==> src/rtl/pc_stack_ctrl.sv <==
// pc_stack_ctrl: call/return stack controller for the MCU program counter.
// Return addresses live in an external scratch RAM (synchronous read,
// 1-cycle latency). The stack grows downward: a push pre-decrements SP and
// a pop post-increments it, with SP wrapping modulo 2**ADDR_W.
//
// Handshake: PUSH_REQ / POP_REQ are sampled only while BUSY is low (IDLE).
// A request seen while BUSY is high is dropped, not queued; the requester
// must re-assert it. RET_VALID is a one-cycle pulse marking a fresh RET_ADDR.
module pc_stack_ctrl #(
    parameter int ADDR_W = 8,
    parameter int DATA_W = 10
) (
    input  logic              CLK,
    input  logic              RST_N,
    input  logic              PUSH_REQ,
    input  logic              POP_REQ,
    input  logic [DATA_W-1:0] PC_IN,
    input  logic [DATA_W-1:0] SCR_DATA_OUT,
    output logic [ADDR_W-1:0] SCR_ADDR,
    output logic              SCR_WE,
    output logic [DATA_W-1:0] SCR_DATA_IN,
    output logic [DATA_W-1:0] RET_ADDR,
    output logic              RET_VALID,
    output logic              BUSY,
    output logic [ADDR_W-1:0] SP,
    output logic              STACK_EMPTY,
    output logic              STACK_FULL,
    output logic              OVERFLOW,
    output logic              UNDERFLOW,
    output logic [1:0]        STATE_DBG
);

    typedef enum logic [1:0] {
        ST_IDLE    = 2'd0,
        ST_PUSH    = 2'd1,
        ST_POP_RD  = 2'd2,
        ST_POP_CAP = 2'd3
    } state_t;

    // Entry count is one bit wider than SP so "full" is distinguishable
    // from "empty" when SP has wrapped back to zero.
    localparam logic [ADDR_W:0] DEPTH = {1'b1, {ADDR_W{1'b0}}};

    state_t              state;
    logic [ADDR_W-1:0]   sp;
    logic [ADDR_W:0]     count;
    logic [DATA_W-1:0]   data_latch;
    logic [ADDR_W-1:0]   addr_q;
    logic                we_q;
    logic                busy_q;
    logic [DATA_W-1:0]   ret_addr_q;
    logic                ret_valid_q;
    logic                overflow_q;
    logic                underflow_q;
    logic                is_empty;
    logic                is_full;

    // Occupancy flags decoded straight from the entry count.
    always_comb begin
        is_empty = (count == '0);
        is_full  = (count == DEPTH);
    end

    // Single FSM: state, stack pointer, count, and all registered outputs.
    always_ff @(posedge CLK) begin
        if (!RST_N) begin
            state       <= ST_IDLE;
            sp          <= '0;
            count       <= '0;
            data_latch  <= '0;
            addr_q      <= '0;
            we_q        <= 1'b0;
            busy_q      <= 1'b0;
            ret_addr_q  <= '0;
            ret_valid_q <= 1'b0;
            overflow_q  <= 1'b0;
            underflow_q <= 1'b0;
        end else begin
            // RET_VALID is a single-cycle strobe unless re-armed below.
            ret_valid_q <= 1'b0;
            case (state)
                ST_IDLE: begin
                    // In IDLE the RAM address follows SP.
                    addr_q <= sp;
                    we_q   <= 1'b0;
                    busy_q <= 1'b0;
                    if (PUSH_REQ) begin
                        // Push wins over a simultaneous pop; the pop is dropped.
                        if (!is_full) begin
                            data_latch <= PC_IN;
                            addr_q     <= sp - 1'b1;
                            we_q       <= 1'b1;
                            busy_q     <= 1'b1;
                            state      <= ST_PUSH;
                        end else begin
                            overflow_q <= 1'b1;
                        end
                    end else if (POP_REQ) begin
                        if (!is_empty) begin
                            addr_q <= sp;
                            busy_q <= 1'b1;
                            state  <= ST_POP_RD;
                        end else begin
                            underflow_q <= 1'b1;
                        end
                    end
                end

                ST_PUSH: begin
                    // The write strobe lasts exactly this one cycle.
                    sp     <= sp - 1'b1;
                    count  <= count + 1'b1;
                    addr_q <= sp - 1'b1;
                    we_q   <= 1'b0;
                    busy_q <= 1'b0;
                    state  <= ST_IDLE;
                end

                ST_POP_RD: begin
                    // The RAM registers SCR_ADDR on this edge; data is
                    // available during POP_CAP.
                    addr_q <= sp;
                    we_q   <= 1'b0;
                    busy_q <= 1'b1;
                    state  <= ST_POP_CAP;
                end

                ST_POP_CAP: begin
                    ret_addr_q  <= SCR_DATA_OUT;
                    ret_valid_q <= 1'b1;
                    sp          <= sp + 1'b1;
                    count       <= count - 1'b1;
                    addr_q      <= sp + 1'b1;
                    we_q        <= 1'b0;
                    busy_q      <= 1'b0;
                    state       <= ST_IDLE;
                end

                default: begin
                    addr_q <= sp;
                    we_q   <= 1'b0;
                    busy_q <= 1'b0;
                    state  <= ST_IDLE;
                end
            endcase
        end
    end

    // Output wiring; every value below comes from a flop or the count decode.
    always_comb begin
        SCR_ADDR    = addr_q;
        SCR_WE      = we_q;
        SCR_DATA_IN = data_latch;
        RET_ADDR    = ret_addr_q;
        RET_VALID   = ret_valid_q;
        BUSY        = busy_q;
        SP          = sp;
        STACK_EMPTY = is_empty;
        STACK_FULL  = is_full;
        OVERFLOW    = overflow_q;
        UNDERFLOW   = underflow_q;
        STATE_DBG   = state;
    end

endmodule

==> config.mk <==
export PLATFORM = sky130hd
export DESIGN_NAME = pc_stack_ctrl
export DESIGN_NICKNAME = d
export VERILOG_FILES = /design/src/rtl/pc_stack_ctrl.sv
export SDC_FILE = /design/constraint.sdc
export NUM_CORES = 1
export LEC_CHECK = 0
export ABC_AREA = 1
export CAP_MARGIN = 10
export CORE_MARGIN = 5
export CORE_UTILIZATION = 52
export CTS_BUF_LIST = sky130_fd_sc_hd__clkbuf_8
export DETAILED_ROUTE_END_ITERATION = 7
export HOLD_SLACK_MARGIN = 0.12
export PLACE_DENSITY = 0.82
export SYNTH_ARGS = -nofsm -noshare
export SYNTH_HDL_FRONTEND = slang
export SYNTH_SLANG_ARGS = --single-unit
==> constraint.sdc <==
create_clock -name CLK -period 1.9 [get_ports CLK]
set_input_delay 0.38 -clock CLK [delete_from_list [all_inputs] [get_ports CLK]]
set_output_delay 0.38 -clock CLK [all_outputs]
set_load 0.01 [all_outputs]
### Port wiring

Drawn at 3 px/um.
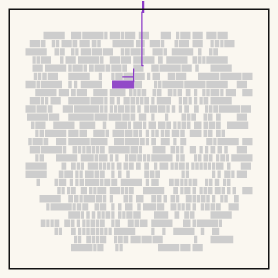
[`UNDERFLOW`] purple | bits: 1 | direction: output | edge: north | end cells: 1 | wire: 27.3 um
I/O pins: 69
PortBufs: 68

### M2 wires

Drawn at 6 px/um.
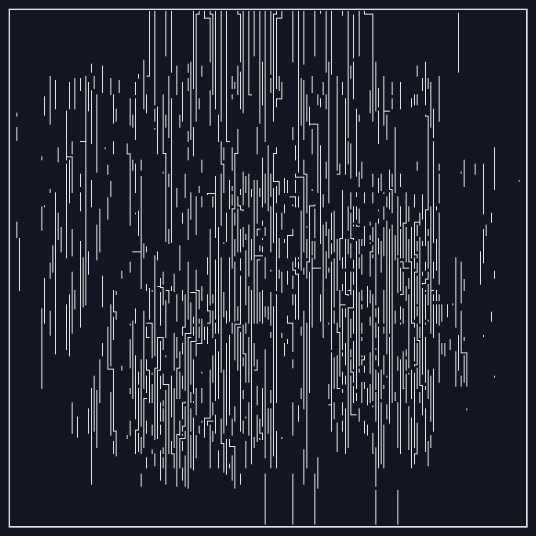
longest straight run: 38.1 um
nets with wire on the layer: 467
wire length on this layer: 4030 um
share of all routed wire: 47%

==> run notes <==
Notes on the physical design

Setup repair after global routing left no endpoint under its margin. The peak fanout along the critical path is 9. The share of final layout cell area taken by clock buffers and inverters is 2.29%. The all-layer global routing usage is 23.2%.

The critical path capture point type is an output pin. The width of the die is 86.0 um. The max-capacitance violation count is 0.

The count of nets left with antenna violations once routing finished came out at 0. The main power-consuming group is combinational logic. The critical path starts at SP[2].

The warning tally printed by Yosys for this design is 0. The critical path depth is 1. The multi-input combinational cells in the finished layout cover a total of between 1500 and 2000 um^2. The power report lists the clock group at approximately 650 uW.

The switching fraction of total power is 46.8%. In the layout the commonest cells are 105 x sky130_fd_sc_hd__nand2_1, 66 x sky130_fd_sc_hd__clkdlybuf4s50_1, 65 x sky130_fd_sc_hd__nor2_1. The worst hold path begins at OVERFLOW. The pin closest to its max-slew limit shows a slew of 321 ps.

The xor-xnor portion of the synthesized cell area is 1.46%. The total combinational power is 3770 uW. The met2 usage is 39.1%.

The endpoint of the most critical setup path is SP[2]. The count of inserted tapcells is 72. The script logs the mean routed wire length per placed instance as approximately 14 um.

For this run, global-route usage on met3 was measured as roughly 6.8%. For this run, design rule violations remaining after detail routing come to 0. The CTS log lists the clock sinks for this run as 52. The detailed-route wire length is 8530 um. The starting density of the core is 53.9%. The buffering overhead is 21.2%. The clock network burns 10.5% of the power. The hold path depth is 2. Prior to clock tree synthesis, the placed netlist has a worst setup slack of 54.1 ps. The power consumed by sequential cells is 1830 uW. The relative area change from synthesis to final layout is 30.8%. Detailed placement ended at an HPWL of 6380 um. The number of H-tree branching levels is 2. The final layout report lists a non-clock inverter count of 60. The first-pass GRT wire length is 14100 um. The vias per cell is 5.47. The worst setup path is of the flop to output pin kind.

The cell leakage power is 0.00186 uW. Combinational logic burns 60.3% of the power. The number of inserted filler cells in the final layout is approximately 480. Per STA, the worst path accumulates the most delay in the family buffers and inverters.

The pre-antenna-repair detailed-routing pass consisted of 5 iterations. The area-dominant cell class after layout is logic gates. In the detailed route, the total length drawn on met2 is 4030 um. The highest attainable clock frequency is 0.555 GHz.

The OpenROAD warning count is 31. The critical path data required time is roughly 1500 ps. Per the finish-stage timing summary, setup violations number 0. The capture endpoint of the worst hold path is OVERFLOW. The residual overflow from global routing is 0. The skew report gives the latency at the later pin of the worst-skew pair as roughly 320 ps. Global route summary, busiest routing layer listed as met2. Summed over all instances, the cell type with the most area after synthesis is sky130_fd_sc_hd__dfxtp_1. The worst register-to-register path has a setup slack of between 100 and 150 ps. The cts-stage hold buffer count is 0.

The critical path's slowest cell is sky130_fd_sc_hd__clkdlybuf4s50_1. Sequential cells account for 29.2% of the total power. The clock input transition at the sequential cells of the worst setup and hold paths is 100 ps. The placeable core area is 5570 um^2. STA classifies the critical path startpoint as a flop. The cell sequence reported for the critical path is clkdlybuf4s50_1. The register fraction of the total cell area is 26.7%. Entering global routing, the biggest net connects 20 pins. Data on the critical path arrives at its endpoint at 1420 ps.

The top layer reached by signal wires is met4. Per the synth log, the flip-flop and latch total comes to 52. The detailed router placed 3351 vias in this run.

Between clock sinks in the finished design, the worst skew comes to 14.3 ps. Power spread over the standard cell area amounts to 1590 nW/um^2. The report lists the number of cells resized after CTS as 3. The chip area from the yosys synthesis statistics is 3010 um^2.

The adder-cell area share of the yosys netlist is 3.33%. Clock tree synthesis selected as its root buffer the cell sky130_fd_sc_hd__clkbuf_8. Counting both buffers and inverters, the worst setup path holds a total of 1. Among the non-sequential cells, simple AND/OR/NAND/NOR gates take the most area. The minimum setup slack in the final design is 98.4 ps. The longest clock path from root to sink contains 2 buffers. The flow ran to the end, and the final reports show no timing, DRC or antenna violations.

The highest ir drop seen on vdd is 0.000918 V. Dividing the final minimum period by the clock period gives 94.8%. In this run the post-CTS setup repair buffer count came out at 0. The post-route non-filler standard cell count is 613. The number of enable flip-flop cells is 0.

The floorplan net count is 497. After synthesis the cells add up to 3010 um^2. The internal power component is 3330 uW.

The via count of the first global-routing pass is 3120. The sequential cell area is 1050 um^2. Per the detail_route log, met3 wirelength is slightly below 800 um.

The top cell type by area accounts for 34.6% of the synthesized area. Row generation in the floorplan step produced 27 rows. The area of the die is 7400 um^2. TritonCTS built the clock tree. In the final timing run, aggregate negative setup slack is 0 ps. By instance count, the leading cell after synthesis is sky130_fd_sc_hd__nand2_1.

The largest single stage delay on the critical path is about 600 ps. The kind of path behind the tightest hold check is flop to flop. A synthesized cell averages 6.46 um^2. The commonest register cell is sky130_fd_sc_hd__dfxtp_1. The routed length on met1 is ~3500 um.

Leaving out the clock tree, the finished layout contains a buffer count of 89. The cell area after placement is approximately 3800 um^2. The final weighted congestion in routability-driven placement is between 0.9 and 1. The most critical hold endpoint after final layout shows a slack of 459 ps.

The clock tree buffer count of the final layout is 5. Overall power consumption after layout is estimated at 6250 uW. The worst reg2reg path depth is 12. For the completed layout, the total cell area is recorded as 3930 um^2. The synthesized netlist devotes 14.2% of its cell area to compound gates.

The number of logic gates is approximately 330. The worst register-to-register path begins at STATE_DBG[0]. Counting pins that exceed their max-slew limit in the final report gives 0. The met1 global-route usage is between 20% and 30%. Multi-input logic gates represent a cell area share of a little over two fifths. The main area contributors are sky130_fd_sc_hd__dfxtp_1 35%, sky130_fd_sc_hd__nand2_1 13%, sky130_fd_sc_hd__nor2_1 8.1%, sky130_fd_sc_hd__nand3_1 7.0%, sky130_fd_sc_hd__inv_1 6.4%.

After Yosys synthesis, and, or, nand and nor cells account for 34.9% of the synthesized area.
### Ports around the boundary

Drawn at 6 px/um. Pins as bars across the die edge, other pins in gray.
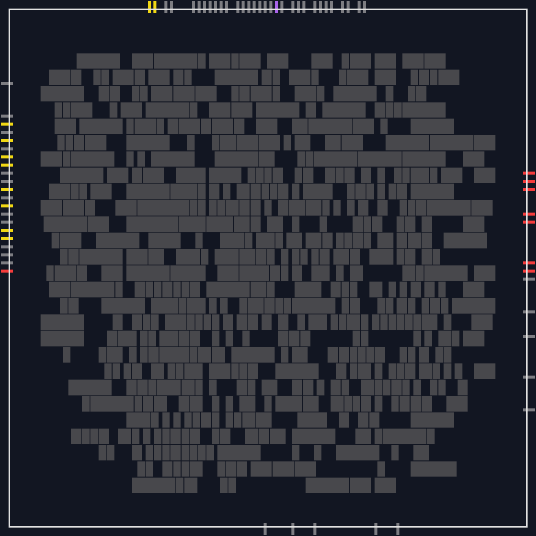
[`UNDERFLOW`] purple | pins: 1 | direction: output | edge: north
[`SCR_ADDR`] red | pins: 8 | direction: output | edge: 7 east, 1 west
[`SCR_DATA_OUT`] yellow | pins: 10 | direction: input | edge: 8 west, 2 north

Power is estimated from default activity; no workload was simulated.
